## src/rtl/logic16_pipe.sv

```systemverilog
// Two-stage valid/ready bitwise logic unit with status flags, accumulate mode
// (previous result chained in as operand B) and a completed-result counter.
module logic16_pipe #(
  parameter int WIDTH = 16,
  parameter int CNT_W = 16
) (
  input  logic             clk,
  input  logic             rst_n,
  input  logic             in_valid,
  output logic             in_ready,
  input  logic [WIDTH-1:0] a,
  input  logic [WIDTH-1:0] b,
  input  logic [2:0]       op,
  input  logic             acc_sel,
  output logic             out_valid,
  input  logic             out_ready,
  output logic [WIDTH-1:0] y,
  output logic             zero,
  output logic             neg,
  output logic             parity,
  output logic [CNT_W-1:0] count
);

  logic             s1_valid_q, s1_valid_d;
  logic [WIDTH-1:0] s1_a_q, s1_a_d;
  logic [WIDTH-1:0] s1_b_q, s1_b_d;
  logic [2:0]       s1_op_q, s1_op_d;
  logic             s1_acc_q, s1_acc_d;

  logic             s2_valid_q, s2_valid_d;
  logic [WIDTH-1:0] y_q, y_d;
  logic             zero_q, zero_d;
  logic             neg_q, neg_d;
  logic             parity_q, parity_d;
  logic [CNT_W-1:0] count_q, count_d;

  logic             s2_adv;
  logic             in_fire;
  logic             out_fire;
  logic [WIDTH-1:0] opnd_b;
  logic [WIDTH-1:0] result;

  assign s2_adv   = s1_valid_q & (~s2_valid_q | out_ready);
  assign in_ready = ~s1_valid_q | s2_adv;
  assign in_fire  = in_valid & in_ready;
  assign out_fire = s2_valid_q & out_ready;

  // y_q still holds the preceding transaction's result when S2 loads, so
  // back-to-back accumulation needs no bubble.
  assign opnd_b = s1_acc_q ? y_q : s1_b_q;

  always_comb begin
    result = '0;
    case (s1_op_q)
      3'b000:  result = s1_a_q & opnd_b;
      3'b001:  result = s1_a_q | opnd_b;
      3'b010:  result = s1_a_q ^ opnd_b;
      3'b011:  result = ~(s1_a_q & opnd_b);
      3'b100:  result = ~(s1_a_q | opnd_b);
      3'b101:  result = ~(s1_a_q ^ opnd_b);
      3'b110:  result = ~s1_a_q;
      default: result = s1_a_q;
    endcase
  end

  always_comb begin
    s1_valid_d = s1_valid_q;
    s1_a_d     = s1_a_q;
    s1_b_d     = s1_b_q;
    s1_op_d    = s1_op_q;
    s1_acc_d   = s1_acc_q;
    if (in_fire) begin
      s1_valid_d = 1'b1;
      s1_a_d     = a;
      s1_b_d     = b;
      s1_op_d    = op;
      s1_acc_d   = acc_sel;
    end else if (s2_adv) begin
      s1_valid_d = 1'b0;
    end
  end

  always_comb begin
    s2_valid_d = s2_valid_q;
    y_d        = y_q;
    zero_d     = zero_q;
    neg_d      = neg_q;
    parity_d   = parity_q;
    count_d    = count_q;
    if (s2_adv) begin
      s2_valid_d = 1'b1;
      y_d        = result;
      zero_d     = (result == '0);
      neg_d      = result[WIDTH-1];
      parity_d   = ^result;
    end else if (out_fire) begin
      s2_valid_d = 1'b0;
    end
    if (out_fire) begin
      count_d = count_q + {{(CNT_W-1){1'b0}}, 1'b1};
    end
  end

  always_ff @(posedge clk or negedge rst_n) begin
    if (!rst_n) begin
      s1_valid_q <= 1'b0;
      s1_a_q     <= '0;
      s1_b_q     <= '0;
      s1_op_q    <= '0;
      s1_acc_q   <= 1'b0;
      s2_valid_q <= 1'b0;
      y_q        <= '0;
      zero_q     <= 1'b1;
      neg_q      <= 1'b0;
      parity_q   <= 1'b0;
      count_q    <= '0;
    end else begin
      s1_valid_q <= s1_valid_d;
      s1_a_q     <= s1_a_d;
      s1_b_q     <= s1_b_d;
      s1_op_q    <= s1_op_d;
      s1_acc_q   <= s1_acc_d;
      s2_valid_q <= s2_valid_d;
      y_q        <= y_d;
      zero_q     <= zero_d;
      neg_q      <= neg_d;
      parity_q   <= parity_d;
      count_q    <= count_d;
    end
  end

  assign out_valid = s2_valid_q;
  assign y         = y_q;
  assign zero      = zero_q;
  assign neg       = neg_q;
  assign parity    = parity_q;
  assign count     = count_q;

endmodule

```

## config.mk

```make
export PLATFORM = sky130hd
export DESIGN_NAME = logic16_pipe
export DESIGN_NICKNAME = d
export VERILOG_FILES = /design/src/rtl/logic16_pipe.sv
export SDC_FILE = /design/constraint.sdc
export NUM_CORES = 1
export LEC_CHECK = 0
export CELL_PAD_IN_SITES_DETAIL_PLACEMENT = 0
export CELL_PAD_IN_SITES_GLOBAL_PLACEMENT = 1
export CORE_ASPECT_RATIO = 0.5
export CORE_MARGIN = 10
export CORE_UTILIZATION = 30
export CTS_CLUSTER_SIZE = 12
export DETAILED_ROUTE_END_ITERATION = 8
export PLACE_DENSITY = 0.63
export RECOVER_POWER = 100
export SLEW_MARGIN = 0
export SYNTH_ARGS = -nofsm -noshare
export SYNTH_HDL_FRONTEND = slang
export SYNTH_SLANG_ARGS = --single-unit
export TNS_END_PERCENT = 1
```

## constraint.sdc

```tcl
create_clock -name clk -period 7.44 [get_ports clk]
set_input_delay 1.488 -clock clk [delete_from_list [all_inputs] [get_ports clk]]
set_output_delay 1.488 -clock clk [all_outputs]
set_load 0.02 [all_outputs]
```

==> flow_metrics.rpt <==
=== SYNTHESIS / PLACE & ROUTE SUMMARY ===
----------------------------------------------------
[Run status]
  Status ........................ finished with violations
  Failing checks ........................ max-capacitance violations, max-slew violations

[Yosys]
  Syn Nets ........................ approximately 570
  Area of the synthesized netlist per yosys stat ........................ around 4900 um^2
  Area share of the largest cell type after synthesis ........................ ~37%
  Warning count from the yosys run ........................ 0
  Most frequently used flop master after synthesis ........................ sky130_fd_sc_hd__dfrtp_1
  Share of async-settable or async-resettable flops after synthesis ........................ 100%
  EDFF count, synth ........................ 0
  Dominant cell type by area after synthesis ........................ sky130_fd_sc_hd__dfrtp_1
  Number of synthesized register bits ........................ just over 70
  Leading cell types by count after synthesis ........................ sky130_fd_sc_hd__dfrtp_1, sky130_fd_sc_hd__ha_1, sky130_fd_sc_hd__mux2_2

[Placed design]
  Setup slack after placement ........................ between 3 and 4 ns
  Final HPWL DP ........................ a little under 9000 um

[Finish]
  Net count of the finished layout ........................ about 630
  Most frequently placed logic cell in the final layout ........................ sky130_fd_sc_hd__dfrtp_1
  Final cell utilization of the core ........................ 38.9%
  Share of layout cells above drive strength 1 ........................ about an eighth
  Comb/total area ........................ 45.5%
  Largest contributor to cell area by class ........................ combinational gates
  Total number of sequential cells ........................ just over 70
  Cell area after layout ........................ just over 6000 um^2
  Relative area of clock buffers and inverters in the final design ........................ under 10%
  Fraction of area in registers ........................ ~30%
  Area occupied by multi-input gates ........................ roughly 2800 um^2
  Number of logic gates ........................ between 300 and 400
  Data buffer area share ........................ 13.0%
  Count of fill cells added during filler insertion ........................ 1,551
  Count of clock buffers in the final design ........................ 9
  N_diodes ........................ 0

[Critical path]
  Slowest stage cell on the critical path ........................ sky130_fd_sc_hd__dlygate4sd3_1
  Arrival @ worst endpoint ........................ between 2 and 3 ns
  Setup crit start kind ........................ primary input
  Capture point of the worst reg-to-reg path ........................ parity$_DFFE_PN0P_
  Critical path fanouts, max ........................ 5
  Combined buffer and inverter count along the critical path ........................ 2
  Critical Path, Cell by Cell ........................ dlygate4sd3_1 > nand3b_1 > dlygate4sd3_1
  FF-to-FF setup slack ........................ 3.51 ns
  CP peak stage delay ........................ between 0.6 and 0.7 ns
  Type of the worst setup path ........................ primary input to output pin
  Reg2Reg Launch Point ........................ s1_acc_q$_DFFE_PN0P_

[Clock tree]
  CTS tree ........................ done
  Hold buffer count at cts ........................ 0
  Number of buffers added by the clock tree synthesis step ........................ 9
  Clk Latency, worst-skew pair ........................ 0.33 ns
  CTS clock-pin slew for the worst setup and hold paths ........................ roughly 0.060 ns
  H-tree levels ........................ 3

[GRT]
  Remaining Overflow, GRT ........................ 0
  Wire length of the first global-routing pass ........................ 20,600 um
  Overall Global Routing Usage ........................ 11.8%
  Number of global-route vias before repair ........................ between 3,000 and 4,000
  Maximum number of pins on one net before global-route repair ........................ between 70 and 80
  Antenna violations before repair ........................ 0
  GR Layer Usage met3 ........................ around 3.8%

[Drt]
  Wire length on met1 ........................ 5860 um
  Met3 routed WL ........................ roughly 680 um
  Antenna-violating nets left ........................ 0
  DRC Markers ........................ 0
  Detailed-routing iteration count for the pre-antenna-repair pass ........................ 4

[Final timing]
  Final min period ........................ between 4 and 5 ns
  Setup skew after layout ........................ between 0.007 and 0.008 ns
  Max_slew headroom ........................ -36.9%
  Worst setup margin ........................ between 2 and 3 ns
  Number of max-slew violations in the final report ........................ 37
  Worst slew pin tran ........................ about 2.1 ns
  Upper clock frequency limit ........................ around 220 MHz
  Final Hold Vio Count ........................ 0
  Share of the cycle needed by the critical path after routing ........................ 59.9%

[Die]
  Die area ........................ around 22,000 um^2
  CORE AREA ........................ approximately 16,000 um^2
  Initial standard-cell utilization of the core ........................ between 30% and 40%
  Die height ........................ ~110 um
  Row Count ........................ 32
  Total number of tap cells ........................ about 200

[Power and ir drop]
  Overall Power ........................ ~1.9 mW
  Relative contribution of sequential cells to total power ........................ between 20% and 30%
  Power dissipated in sequential cells ........................ 561 uW
  Comb pwr ........................ approximately 850 uW
  Reported net switching power ........................ 694 uW
  Clk pwr ........................ approximately 470 uW
  Sw frac ........................ 37.0%

[Flow run]
  Max-capacitance violation count ........................ 1
  Count of tool warnings ........................ around 42

[Hold path]
  Cells on Worst Hold Path ........................ 1
  Terminating pin of the worst hold path ........................ count[15]$_DFFE_PN0P_

----------------------------------------------------
[worst max-delay path by stage]
stage                    from        to  slack [ns]
finish              out_ready  in_ready        2.99
global route        out_ready  in_ready        2.94
CTS                 out_ready  in_ready        3.15
detailed placement  out_ready  in_ready        3.16
global placement    out_ready  in_ready        3.16
floorplan           out_ready  in_ready        4.18
[logic make-up after synthesis]
| logic type | Yosys count | share of synthesized area [%] |
|---|---|---|
| mux | 66 | 15.5 |
| fa+ha+maj | 41 | 10.6 |
| flops | 72 | 37.1 |
| simple gates | 128 | 13.3 |
| compound gates | 93 | 13.7 |
| xor+xnor | 22 | 3.97 |
| buf+inv | 63 | 5.82 |
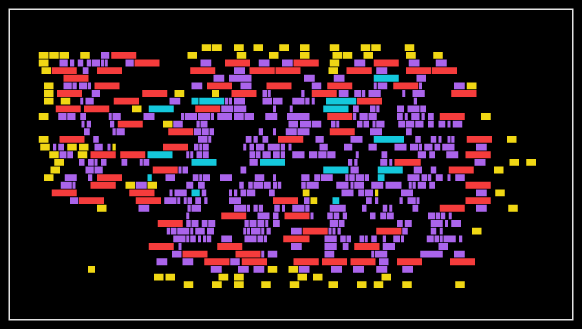
(images/cell_classes.png)
- flops: red (cells 72)
- all other logic: purple (cells 386)
- other buffers and delay cells: yellow (cells 81)
- clock drivers and dummy loads: cyan (cells 16)

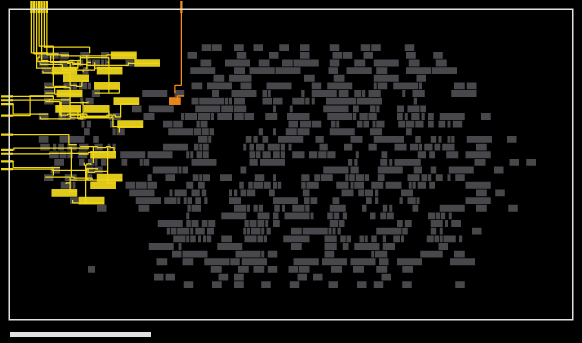
(images/port_nets.png)
Bar = 50 um.
- acc_sel: orange (direction input; end cells 1; wire 35.6 um)
- count: yellow (direction output; end cells 16; wire 908 um)

Power is estimated from default activity; no workload was simulated.
